`src/rtl/serial_adder.sv`:
```
// Bit-serial adder: WIDTH-bit operands are added LSB first, one bit per clock,
// through a single full-adder cell with a registered carry.

`timescale 1ns/1ps

module full_adder (
    input  logic a,
    input  logic b,
    input  logic cin,
    output logic sum,
    output logic cout
);
    assign sum  = a ^ b ^ cin;
    assign cout = (a & b) | (a & cin) | (b & cin);
endmodule

module serial_adder #(
    parameter int unsigned WIDTH = 8
) (
    input  logic             clk,
    input  logic             rst,
    input  logic             start,
    input  logic [WIDTH-1:0] A,
    input  logic [WIDTH-1:0] B,
    input  logic             Cin,
    output logic             busy,
    output logic             done,
    output logic [WIDTH-1:0] Sum,
    output logic             Cout
);
    localparam int unsigned CNT_W = $clog2(WIDTH + 1);

    typedef enum logic [1:0] {
        IDLE  = 2'd0,
        SHIFT = 2'd1,
        DONE  = 2'd2
    } state_t;

    state_t           state;
    state_t           state_next;
    logic [WIDTH-1:0] a_sr;
    logic [WIDTH-1:0] b_sr;
    logic [WIDTH-1:0] res_sr;
    logic [WIDTH-1:0] res_next;
    logic             carry;
    logic [CNT_W-1:0] cnt;
    logic             last_bit;
    logic             fa_sum;
    logic             fa_cout;
    logic             load;
    logic             finish;
    logic             busy_next;
    logic             done_next;

    assign last_bit = (cnt == CNT_W'(WIDTH - 1));

    full_adder u_fa (
        .a    (a_sr[0]),
        .b    (b_sr[0]),
        .cin  (carry),
        .sum  (fa_sum),
        .cout (fa_cout)
    );

    // Result register fills from the MSB side; a 1-bit result is just the cell output.
    if (WIDTH == 1) begin : g_res_w1
        assign res_next = fa_sum;
    end else begin : g_res_wn
        assign res_next = {fa_sum, res_sr[WIDTH-1:1]};
    end

    // State register
    always_ff @(posedge clk) begin
        if (rst) begin
            state <= IDLE;
        end else begin
            state <= state_next;
        end
    end

    // Next-state logic
    always_comb begin
        state_next = state;
        case (state)
            IDLE:    if (start) state_next = SHIFT;
            SHIFT:   if (last_bit) state_next = DONE;
            DONE:    state_next = IDLE;
            default: state_next = IDLE;
        endcase
    end

    // Control decode; busy/done are precomputed from the next state so they register cleanly
    always_comb begin
        load      = 1'b0;
        finish    = 1'b0;
        busy_next = 1'b0;
        done_next = 1'b0;
        case (state)
            IDLE:    load   = start;
            SHIFT:   finish = last_bit;
            default: ;
        endcase
        busy_next = (state_next == SHIFT);
        done_next = (state_next == DONE);
    end

    always_ff @(posedge clk) begin
        if (rst) begin
            busy <= 1'b0;
            done <= 1'b0;
        end else begin
            busy <= busy_next;
            done <= done_next;
        end
    end

    // Operand capture, bit-serial datapath and result hold
    always_ff @(posedge clk) begin
        if (rst) begin
            a_sr   <= '0;
            b_sr   <= '0;
            res_sr <= '0;
            carry  <= 1'b0;
            cnt    <= '0;
            Sum    <= '0;
            Cout   <= 1'b0;
        end else if (load) begin
            a_sr  <= A;
            b_sr  <= B;
            carry <= Cin;
            cnt   <= '0;
        end else if (state == SHIFT) begin
            a_sr   <= a_sr >> 1;
            b_sr   <= b_sr >> 1;
            res_sr <= res_next;
            carry  <= fa_cout;
            cnt    <= cnt + CNT_W'(1);
            if (finish) begin
                Sum  <= res_next;
                Cout <= fa_cout;
            end
        end
    end

endmodule

```
`config.mk`:
```
export PLATFORM = sky130hd
export DESIGN_NAME = serial_adder
export DESIGN_NICKNAME = d
export VERILOG_FILES = /design/src/rtl/serial_adder.sv
export SDC_FILE = /design/constraint.sdc
export NUM_CORES = 1
export LEC_CHECK = 0
export ABC_AREA = 1
export CAP_MARGIN = 20
export CORE_ASPECT_RATIO = 0.7
export CORE_UTILIZATION = 49
export DETAILED_ROUTE_END_ITERATION = 10
export PLACE_DENSITY = 0.75
export SYNTH_ARGS = -nofsm -noshare
export SYNTH_HDL_FRONTEND = slang
export SYNTH_SLANG_ARGS = --single-unit
```
`constraint.sdc`:
```
create_clock -name clk -period 3 [get_ports clk]
set_input_delay 0.9 -clock clk [delete_from_list [all_inputs] [get_ports clk]]
set_output_delay 0.9 -clock clk [all_outputs]
set_load 0.005 [all_outputs]
```
==> run notes <==
run metrics: Worst-Margin Slew=about 0.53 ns, WP data arrival=~2.3 ns, outcome=finished clean, initial antenna violation count=0, port bufs=30, Diodes inserted=0, Post-synth regs=around 41, layout cells sized above 1=0.06738, Hold Path Origin=res_sr[7], Syn Area/Cell=7.040 um^2, detailed placement HPWL=around 2200 um, crit path from=rst, Worst EP required=between 3 and 4 ns, final hold vios=0, endpoint class of the critical path=flip-flop, FF-to-FF setup slack=roughly 1.5 ns, max_cap viols=0, Pre-antenna DRT Iters=4, largest net degree at the start of global routing=33, Post-CTS Setup Repair Bufs=0, first-pass GRT wire length=5513 um, final WL=between 3000 and 4000 um, reg2reg end=b_sr[4], ANT nets after route=0, Late-Pin Clk Latency=0.30 ns, clock-pin slew on the worst setup and hold paths=about 0.08 ns, TritonCTS buffer count=5, Power Total=~1.2 mW, Syn Nets=~280, Top cells excl fill/tap=53 x nor2_1, 44 x nand2_1, 41 x dfxtp_1, total number of vias=roughly 1600, grt ovf=0, post-synthesis cell count=257, Core Footprint=3536 um^2, Worst Setup EP=cnt[1], # Cells Yosys=around 260, Setup Skew=between 0.005 and 0.006 ns, DR DRC count=0, setup TNS=0 ns, chip area=~3900 um^2, Post-layout nets=between 300 and 400, maximum VDD drop=between 0.2 and 0.3 mV, crit path time final=between 2 and 2.5 ns, Seq/Total Area, Yosys=0.4537
[worst min path at each step]
stage / slack [ns] / endpoint / cells after the start
finish: 0.47 / Sum[6] / 2
global route: 0.48 / res_sr[1] / 2
CTS: 0.46 / res_sr[1] / 2
detailed placement: 0.45 / res_sr[1] / 2
global placement: 0.45 / Sum[4] / 2
floorplan: 0.43 / res_sr[1] / 2
[registers in the layout, summed over array words and instances (netlist names)]
| name | flops |
|---|---|
| Sum | 8 |
| a_sr | 8 |
| b_sr | 8 |
| res_sr | 7 |
| cnt | 4 |
| state | 2 |
| Cout | 1 |
| busy | 1 |
| carry | 1 |
| done | 1 |
[layer usage]
layer / vias to the layer above / track usage / part of all wire
li1: 864 / - / -
met1: 680 / 0.2753 / 0.54
met2: 31 / 0.2613 / 0.40
met3: 7 / 0.05769 / 0.048
met4: 0 / 0.09434 / 0.013
met5: - / 0 / 0
[worst max-delay path: stages]
cell and delay (ns):
clkdlybuf4s50_1 0.63, inv_2 0.47, nand2_1 0.20, a21oi_1 0.15
[cell type report]
class / count / area (um^2)
clock inverters: 1 / 30.03
multi-input cells: 179 / 832.0
repair buffers: 32 / 315.3
fillers: 353 / 1306
clock buffers: 7 / 86.33
inverters: 22 / 82.58
flip-flops and latches: 41 / 820.8
well taps: 50 / 62.56
[Yosys cell counts]
master	count	area share
nor2_1	54	0.11
xor2_1	1	0.0048
nand2_2	2	0.0069
ha_1	1	0.0069
buf_2	10	0.028
buf_1	1	0.0021
nor2_8	1	0.011
nand2_1	44	0.091
o21ai_1	14	0.039
nor2_4	1	0.0062
a21oi_1	21	0.058
dfxtp_1	41	0.45
inv_1	18	0.037
nand3_1	29	0.080
buf_4	2	0.0083
clkbuf_1	2	0.0042
inv_2	4	0.0083
fa_1	1	0.011
o21ai_0	9	0.025
nand2_4	1	0.0062
[power by group]
| group | leakage [nW] | internal [mW] | switching, mW | total, mW |
|---|---|---|---|---|
| Sequential | 0.336 | 0.575 | 0.0187 | 0.593 |
| Combinational | 0.577 | 0.0635 | 0.0845 | 0.148 |
| Clock | 0.0585 | 0.271 | 0.187 | 0.459 |
[logic make-up (layout without fill, tap and decap cells)]
| family | count (synthesis) | count (layout) | synth area share |
|---|---|---|---|
| XOR/XNOR | 1 | 1 | 0.004842 |
| flip-flops | 41 | 41 | 0.4537 |
| AND-OR/OR-AND | 44 | 44 | 0.1217 |
| AND/OR/NAND/NOR | 132 | 132 | 0.3140 |
| adder cells (fa/ha/maj) | 2 | 2 | 0.01798 |
| buffers and inverters | 37 | 62 | 0.08782 |
[metrics by stage]
| step | setup slack, ns | hold slack, ns | utilization | instance area (um^2) | cells |
|---|---|---|---|---|---|
| 3_5_place_dp | 0.5641 | 0.4510 | 0.5977 | 2113 | 324 |
| 2_1_floorplan | 1.447 | 0.4294 | - | 1809 | 257 |
| 6_report | 0.8822 | 0.4653 | 0.6306 | 2230 | 332 |
| 4_1_cts | 0.8654 | 0.4650 | 0.6306 | 2230 | 332 |
| 3_3_place_gp | 0.5744 | 0.4550 | 0.5977 | 2113 | 324 |
| 5_1_grt | 0.7590 | 0.4811 | 0.6306 | 2230 | 332 |
pins.png
The bar under the picture is 20 um long. Pins as bars across the die edge, other pins in grey.
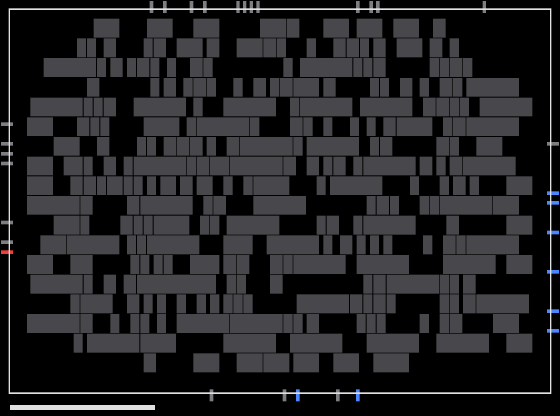
[blue] `Sum` | pins: 8 | direction: output | edge: 6 right, 2 bottom
[red] `busy` | pins: 1 | direction: output | edge: left

wire_density.png
The bar under the picture is 20 um long. The die is cut into 15 by 11 equal tiles; dark blue is low, red is high, scaled to the fullest tile. Values are wire area over tile area, all layers added.
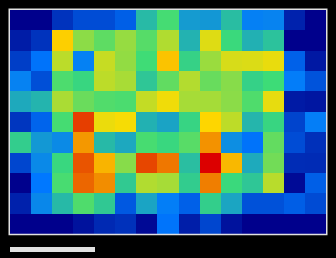
fullest tile: 0.35
densest ninth of the die: centre
mean over tiles: 0.14
emptiest ninth of the die: lower right
nearly empty tiles: 8.5%
tiles over half the peak: 38%

Power is estimated from default activity; no workload was simulated.
